==> src/rtl/sha256_msg_padder_pkg.sv <==
// Shared definitions for the SHA-256 message padder: FSM states,
// padding constants and a helper that normalises the tail byte count.
package sha256_msg_padder_pkg;

   typedef enum logic [2:0] {
      ST_IDLE,
      ST_LOAD,
      ST_PAD,
      ST_FILL,
      ST_EMIT,
      ST_WAIT,
      ST_FIN
   } pad_state_e;

   localparam logic [7:0]  PAD_BYTE    = 8'h80;
   localparam int unsigned BLK_WORDS   = 16;
   localparam int unsigned LEN_FIELD_W = 64;
   localparam logic [31:0] PAD_WORD    = {PAD_BYTE, 24'h000000};

   // Byte counts above 4 cannot occur in a 32-bit word; treat them as a full word.
   function automatic logic [2:0] clamp_bytes(input logic [2:0] b);
      return b[2] ? 3'd4 : b;
   endfunction

endpackage

==> src/rtl/sha256_msg_padder_pad_word.sv <==
// Inserts the 0x80 terminator into the tail word right after its valid bytes
// and zeroes everything behind it. A full word (4 bytes) passes through; the
// terminator then goes into the following word.
module sha256_pad_word
   import sha256_msg_padder_pkg::*;
(
   input  logic [31:0] data_i,
   input  logic [2:0]  bytes_i,
   output logic [31:0] word_o
);

   // Select the padded layout by number of valid leading bytes.
   always_comb begin
      word_o = data_i;
      case (bytes_i)
         3'd0:    word_o = PAD_WORD;
         3'd1:    word_o = {data_i[31:24], PAD_BYTE, 16'h0000};
         3'd2:    word_o = {data_i[31:16], PAD_BYTE, 8'h00};
         3'd3:    word_o = {data_i[31:8], PAD_BYTE};
         default: word_o = data_i;
      endcase
   end

endmodule

==> src/rtl/sha256_msg_padder.sv <==
// SHA-256 message padder feeding the hash core of a feedback-mode KDF.
// Buffers big-endian words into 16-word blocks, applies the 0x80 / zero /
// 64-bit length padding and streams each block as soc + 16 words, then waits
// for core_eoc before touching the buffer again.
// Optional macro PAD_BLKCNT_EN adds the blk_cnt port and its block counter.
module sha256_msg_padder
   import sha256_msg_padder_pkg::*;
#(
   parameter int unsigned LEN_W = 64,
   parameter int unsigned CNT_W = 16
)
(
   input  logic              clk,
   input  logic              rst_n,
   input  logic [31:0]       in_data,
   input  logic              in_valid,
   output logic              in_ready,
   input  logic              in_last,
   input  logic [2:0]        in_bytes,
   output logic              out_soc,
   output logic [31:0]       out_word,
   output logic              out_wvalid,
   output logic              out_final,
   input  logic              core_eoc,
   output logic              done
`ifdef PAD_BLKCNT_EN
   ,output logic [CNT_W-1:0] blk_cnt
`endif
);

   // Reject widths the length field or block counter cannot represent.
   if (LEN_W < 8 || LEN_W > LEN_FIELD_W) begin : g_len_w_chk
      $error("sha256_msg_padder: LEN_W must be in 8..64");
   end
   if (CNT_W < 1) begin : g_cnt_w_chk
      $error("sha256_msg_padder: CNT_W must be at least 1");
   end

   pad_state_e              state_q;
   logic [31:0]             blk_q [BLK_WORDS];
   // Fill count 0..16; 16 means the block is full and must be emitted first.
   logic [4:0]              widx_q;
   logic [3:0]              ecnt_q;
   logic [LEN_W-1:0]        len_q;
   logic [LEN_W-1:0]        len_d;
   logic                    pend80_q;
   logic                    tail_q;
   logic                    last_blk_q;
   logic                    in_ready_q;
   logic                    out_soc_q;
   logic [31:0]             out_word_q;
   logic                    out_wvalid_q;
   logic                    out_final_q;
   logic                    done_q;

   logic [2:0]              bytes_eff;
   logic [31:0]             pad_word;
   logic [31:0]             wr_word_d;
   logic                    accept;
   logic [LEN_FIELD_W-1:0]  len_field;

   sha256_pad_word u_pad_word (
      .data_i  (in_data),
      .bytes_i (bytes_eff),
      .word_o  (pad_word)
   );

   // Transfer qualification, word to store and the updated bit length.
   always_comb begin
      bytes_eff = clamp_bytes(in_bytes);
      accept    = in_valid & in_ready_q;
      wr_word_d = (in_last && bytes_eff != 3'd4) ? pad_word : in_data;
      len_d     = len_q + (in_last ? (LEN_W'(bytes_eff) << 3) : LEN_W'(32));
      len_field = LEN_FIELD_W'(len_q);
   end

   // Main FSM: load, pad, fill, emit, wait for the core, finish.
   always_ff @(posedge clk) begin
      if (!rst_n) begin
         state_q      <= ST_IDLE;
         widx_q       <= '0;
         ecnt_q       <= '0;
         len_q        <= '0;
         pend80_q     <= 1'b0;
         tail_q       <= 1'b0;
         last_blk_q   <= 1'b0;
         in_ready_q   <= 1'b0;
         out_soc_q    <= 1'b0;
         out_word_q   <= '0;
         out_wvalid_q <= 1'b0;
         out_final_q  <= 1'b0;
         done_q       <= 1'b0;
         for (int unsigned i = 0; i < BLK_WORDS; i++) begin
            blk_q[4'(i)] <= '0;
         end
      end else begin
         out_soc_q <= 1'b0;
         done_q    <= 1'b0;
         case (state_q)
            ST_IDLE: begin
               state_q    <= ST_LOAD;
               in_ready_q <= 1'b1;
            end

            ST_LOAD: begin
               if (accept) begin
                  blk_q[widx_q[3:0]] <= wr_word_d;
                  len_q              <= len_d;
                  widx_q             <= widx_q + 5'd1;
                  if (in_last) begin
                     tail_q     <= 1'b1;
                     pend80_q   <= (bytes_eff == 3'd4);
                     in_ready_q <= 1'b0;
                     state_q    <= ST_PAD;
                  end else if (widx_q == 5'd15) begin
                     in_ready_q  <= 1'b0;
                     state_q     <= ST_EMIT;
                     ecnt_q      <= '0;
                     out_soc_q   <= 1'b1;
                     out_final_q <= 1'b0;
                     last_blk_q  <= 1'b0;
                  end
               end
            end

            // A full last word whose block is already full flushes that block
            // first; the terminator word then starts the next block.
            ST_PAD: begin
               if (pend80_q && widx_q == 5'd16) begin
                  state_q     <= ST_EMIT;
                  ecnt_q      <= '0;
                  out_soc_q   <= 1'b1;
                  out_final_q <= 1'b0;
                  last_blk_q  <= 1'b0;
               end else begin
                  if (pend80_q) begin
                     blk_q[widx_q[3:0]] <= PAD_WORD;
                     widx_q             <= widx_q + 5'd1;
                     pend80_q           <= 1'b0;
                  end
                  state_q <= ST_FILL;
               end
            end

            // Length fits behind the terminator only if words 14/15 are free;
            // otherwise this block is zero-filled and a length-only block follows.
            ST_FILL: begin
               state_q   <= ST_EMIT;
               ecnt_q    <= '0;
               out_soc_q <= 1'b1;
               if (widx_q <= 5'd14) begin
                  for (int unsigned i = 0; i < 14; i++) begin
                     if (5'(i) >= widx_q) begin
                        blk_q[4'(i)] <= '0;
                     end
                  end
                  blk_q[14]   <= len_field[63:32];
                  blk_q[15]   <= len_field[31:0];
                  out_final_q <= 1'b1;
                  last_blk_q  <= 1'b1;
               end else begin
                  for (int unsigned i = 0; i < BLK_WORDS; i++) begin
                     if (5'(i) >= widx_q) begin
                        blk_q[4'(i)] <= '0;
                     end
                  end
                  out_final_q <= 1'b0;
                  last_blk_q  <= 1'b0;
               end
            end

            ST_EMIT: begin
               out_wvalid_q <= 1'b1;
               out_word_q   <= blk_q[ecnt_q];
               ecnt_q       <= ecnt_q + 4'd1;
               if (ecnt_q == 4'd15) begin
                  state_q <= ST_WAIT;
               end
            end

            ST_WAIT: begin
               out_wvalid_q <= 1'b0;
               out_word_q   <= '0;
               out_final_q  <= 1'b0;
               if (core_eoc) begin
                  if (last_blk_q) begin
                     state_q <= ST_FIN;
                     done_q  <= 1'b1;
                  end else begin
                     widx_q <= '0;
                     if (tail_q) begin
                        state_q <= ST_PAD;
                     end else begin
                        state_q    <= ST_LOAD;
                        in_ready_q <= 1'b1;
                     end
                  end
               end
            end

            ST_FIN: begin
               len_q      <= '0;
               widx_q     <= '0;
               tail_q     <= 1'b0;
               pend80_q   <= 1'b0;
               last_blk_q <= 1'b0;
               state_q    <= ST_LOAD;
               in_ready_q <= 1'b1;
            end

            default: begin
               state_q    <= ST_IDLE;
               in_ready_q <= 1'b0;
            end
         endcase
      end
   end

`ifdef PAD_BLKCNT_EN
   logic [CNT_W-1:0] blk_cnt_q;
   logic             first_q;

   // Saturating count of emitted blocks, restarted by a new message's first word.
   always_ff @(posedge clk) begin
      if (!rst_n) begin
         blk_cnt_q <= '0;
         first_q   <= 1'b1;
      end else begin
         if (accept && first_q) begin
            blk_cnt_q <= '0;
         end else if (out_soc_q && blk_cnt_q != '1) begin
            blk_cnt_q <= blk_cnt_q + CNT_W'(1);
         end
         if (state_q == ST_FIN) begin
            first_q <= 1'b1;
         end else if (accept) begin
            first_q <= 1'b0;
         end
      end
   end

   assign blk_cnt = blk_cnt_q;
`endif

   assign in_ready   = in_ready_q;
   assign out_soc    = out_soc_q;
   assign out_word   = out_word_q;
   assign out_wvalid = out_wvalid_q;
   assign out_final  = out_final_q;
   assign done       = done_q;

endmodule
==> config.mk <==
export PLATFORM = sky130hd
export DESIGN_NAME = sha256_msg_padder
export DESIGN_NICKNAME = d
export VERILOG_FILES = /design/src/rtl/sha256_msg_padder_pkg.sv /design/src/rtl/sha256_msg_padder_pad_word.sv /design/src/rtl/sha256_msg_padder.sv
export SDC_FILE = /design/constraint.sdc
export NUM_CORES = 1
export LEC_CHECK = 0
export ABC_CLOCK_PERIOD_IN_PS = 5700
export CELL_PAD_IN_SITES_DETAIL_PLACEMENT = 0
export CELL_PAD_IN_SITES_GLOBAL_PLACEMENT = 1
export CORE_ASPECT_RATIO = 0.5
export CORE_MARGIN = 2
export CORE_UTILIZATION = 46
export DETAILED_ROUTE_END_ITERATION = 10
export GPL_TIMING_DRIVEN = 0
export PLACE_DENSITY = 0.73
export REMOVE_ABC_BUFFERS = 1
export SYNTH_ARGS = -nofsm -noshare
export SYNTH_HDL_FRONTEND = slang
export SYNTH_SLANG_ARGS = --single-unit
==> constraint.sdc <==
create_clock -name clk -period 5.7 [get_ports clk]
set_input_delay 0.855 -clock clk [delete_from_list [all_inputs] [get_ports clk]]
set_output_delay 0.855 -clock clk [all_outputs]
set_load 0.005 [all_outputs]
Figure 1. M1 wires.
Scale bar: 100 um. Supply wires on this layer in grey.
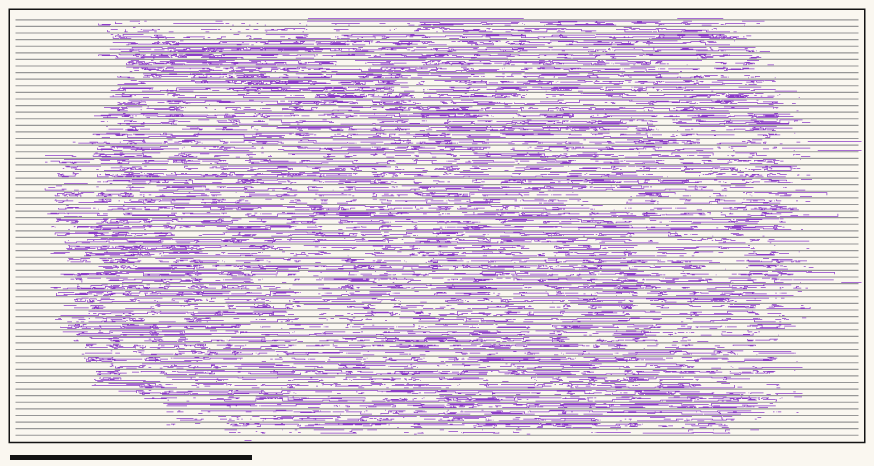
The longest straight run is 146 um. The layer carries 36.2 mm of wire.

Figure 2. The metal 3 layer.
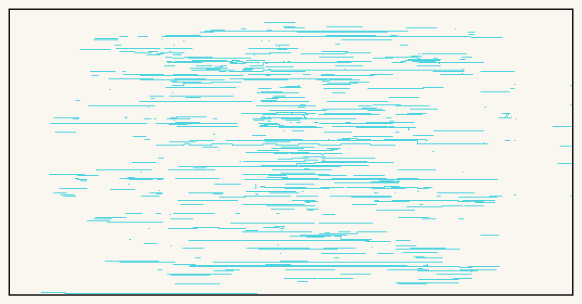
The longest straight run is 193 um. The wires run mostly horizontal.

Figure 3. Metal 4.
Scale bar: 100 um. Supply wires on this layer in grey.
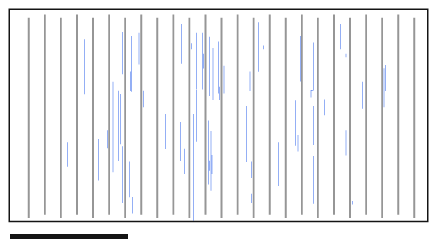
34 nets have wire on it. The longest straight run is 89.8 um. The wires run mostly vertical. The layer carries 1700 um of wire.

==> results.sh <==
# implementation run metrics
export IMPL_yosys_area_um2=27900
export IMPL_async_flop_share=0
export IMPL_syn_area_um2=27900
export IMPL_ys_sh_adder=0.00475
export IMPL_fin_nets=2384
export IMPL_p_per_area_nw_per_um2=299
export IMPL_swShare=0.229
export IMPL_tns_ns=0
export IMPL_cp_top_family="simple AND/OR/NAND/NOR gates"
export IMPL_comb_area_um2=9540
export IMPL_cts_resized=0
export IMPL_whs_path_depth=2
export IMPL_synthMuxAreaShare=0.0979
export IMPL_postPlaceCellArea_um2=30300
export IMPL_place_congestion=0.842
export IMPL_fp_dieW_um=352
export IMPL_slew_violations=0
export IMPL_cp_depth=10
export IMPL_fin_cells=3193
export IMPL_num_tap_cells=812
export IMPL_crit_path_cell_trace="inv_1 -> ha_1 -> and4bb_1 -> nor4_2 -> or2_2 -> nand4_1 -> o311ai_2 -> buf_6 -> buf_6 -> buf_4"
export IMPL_min_from="out_word[9]"
export IMPL_yosysUniqueCellTypes=65
export IMPL_post_drt_wl_per_cell_um=26.1
export IMPL_cts_setup_buffers=0
export IMPL_grt_busiest_layer="met2"
export IMPL_power_frac_clock=0.400
export IMPL_logic_family="simple AND/OR/NAND/NOR gates"
export IMPL_min_path_type="flip-flop to flip-flop"
export IMPL_power_uw=9620
export IMPL_final_cell_mix="nor2_1, edfxtp_1, o21ai_0, mux2i_1, dfxtp_1"
export IMPL_seqPwrFrac=0.539
export IMPL_ys_cells=2302
export IMPL_finalWirelength_um=83400
export IMPL_fp_util=0.468
export IMPL_grt_antenna_before_repair=2
export IMPL_routed_via_density=6.09
export IMPL_met3_usage=0.0611
export IMPL_pg_comb_uw=580
export IMPL_setup_worst_path_class="flip-flop to flip-flop"
export IMPL_power_leader="registers"
export IMPL_synth_largest_area_cell="edfxtp_1"
export IMPL_whs_ns=0.459
export IMPL_n_all_inverters=17
export IMPL_crit_start="widx_q[1]"
export IMPL_ys_flops=629
export IMPL_status="finished clean"
export IMPL_drive_above_1_share=0.115
export IMPL_grt_ovfl_total=0
export IMPL_grt_pass1_vias=18600
export IMPL_ys_warn_count=0
export IMPL_largest_cell_class="flip-flops and latches"
export IMPL_grt_max_degree=68
export IMPL_cp_start_kind="flip-flop"
export IMPL_largest_register_ffs=512
export IMPL_synthCells=2302
export IMPL_pre_cts_ws_ns=0.697
export IMPL_max_flop_register="blk_q"
export IMPL_netlist_top_cells_count="nor2_1, edfxtp_1, o21ai_0"
export IMPL_clockBufferDepth=3
export IMPL_p_sw_uw=2200
export IMPL_p_int_uw=7420
export IMPL_clkSlewWorstSetupHoldPaths_ns=0.07
export IMPL_top_cell="nor2_1"
export IMPL_yosys_area_share_simple=0.137
export IMPL_final_hold_violation_count=0
export IMPL_cap_violations=0
export IMPL_diodes=1
export IMPL_buffer_area_frac=0.0615
export IMPL_cts_tree="done"
export IMPL_cellLeakagePower_uw=0.0109
export IMPL_cp_num_buf_inv=4
export IMPL_worstSetupEndpointType="flip-flop"
export IMPL_final_seq_area_um2=17700
export IMPL_drc=0
export IMPL_max_freq_ghz=0.215
export IMPL_period_needed_ns=4.64
export IMPL_reg2reg_slack_ns=1.06
export IMPL_r2r_end="blk_q[10][10]"
export IMPL_io_pins=77
export IMPL_synth_edff_count=512
export IMPL_wl_met1_um=36200
export IMPL_avgSynthCellArea_um2=12.1
export IMPL_warnings=29
export IMPL_met2WireLength_um=36700
export IMPL_grt_pass1_wl_um=123000
export IMPL_clkbuf_count=84
export IMPL_grtUsageTotal=0.265
export IMPL_comb_power_share=0.060
export IMPL_worst_slack_ns=1.06
export IMPL_ys_seq_frac=0.635
export IMPL_hpwl_um=56400
export IMPL_timing_slew_headroom=0.239
export IMPL_root_buffer="clkbuf_16"
export IMPL_yosys_area_share_xor_xnor=0.0100
export IMPL_seq_share=0.551
export IMPL_use_met2=0.404
export IMPL_yosys_most_used_dff="edfxtp_1"
export IMPL_final_common_cell="nor2_1"
export IMPL_rr_worst_depth=10
export IMPL_htree_levels=2
export IMPL_signal_buffers=154
export IMPL_holdPathEnd="out_word[9]"
export IMPL_highest_layer="met5"
export IMPL_flops=629
export IMPL_setup_viol=0
export IMPL_grtUsageMet1=0.388
export IMPL_fillers=4963
export IMPL_wl_met3_um=8810
export IMPL_powerClk_uw=3850
export IMPL_sh_comb_area=0.297
export IMPL_area_growth_pct=15.3
export IMPL_fin_worst_skew_ns=0.0299
export IMPL_seq_power_uw=5190
export IMPL_yosysTopAreaCellShare=0.551
export IMPL_cp_required_ns=6.03
export IMPL_cts_sinks=629
export IMPL_crit_end="blk_q[10][10]"
export IMPL_drt_pass1_iterations=6
export IMPL_ir_drop_mv=0.239
export IMPL_rsz0062_at_grt="no"
export IMPL_rows=63
export IMPL_postLayoutCellArea_um2=32200
export IMPL_clk_latency_ns=0.63
export IMPL_slowest_delay_ns=0.70
export IMPL_slowest_stage="nand4_1"
export IMPL_arrival_ns=4.97
export IMPL_cpMostUsedCell="buf_6"
export IMPL_chipArea_um2=62800
export IMPL_placed_cells=3085
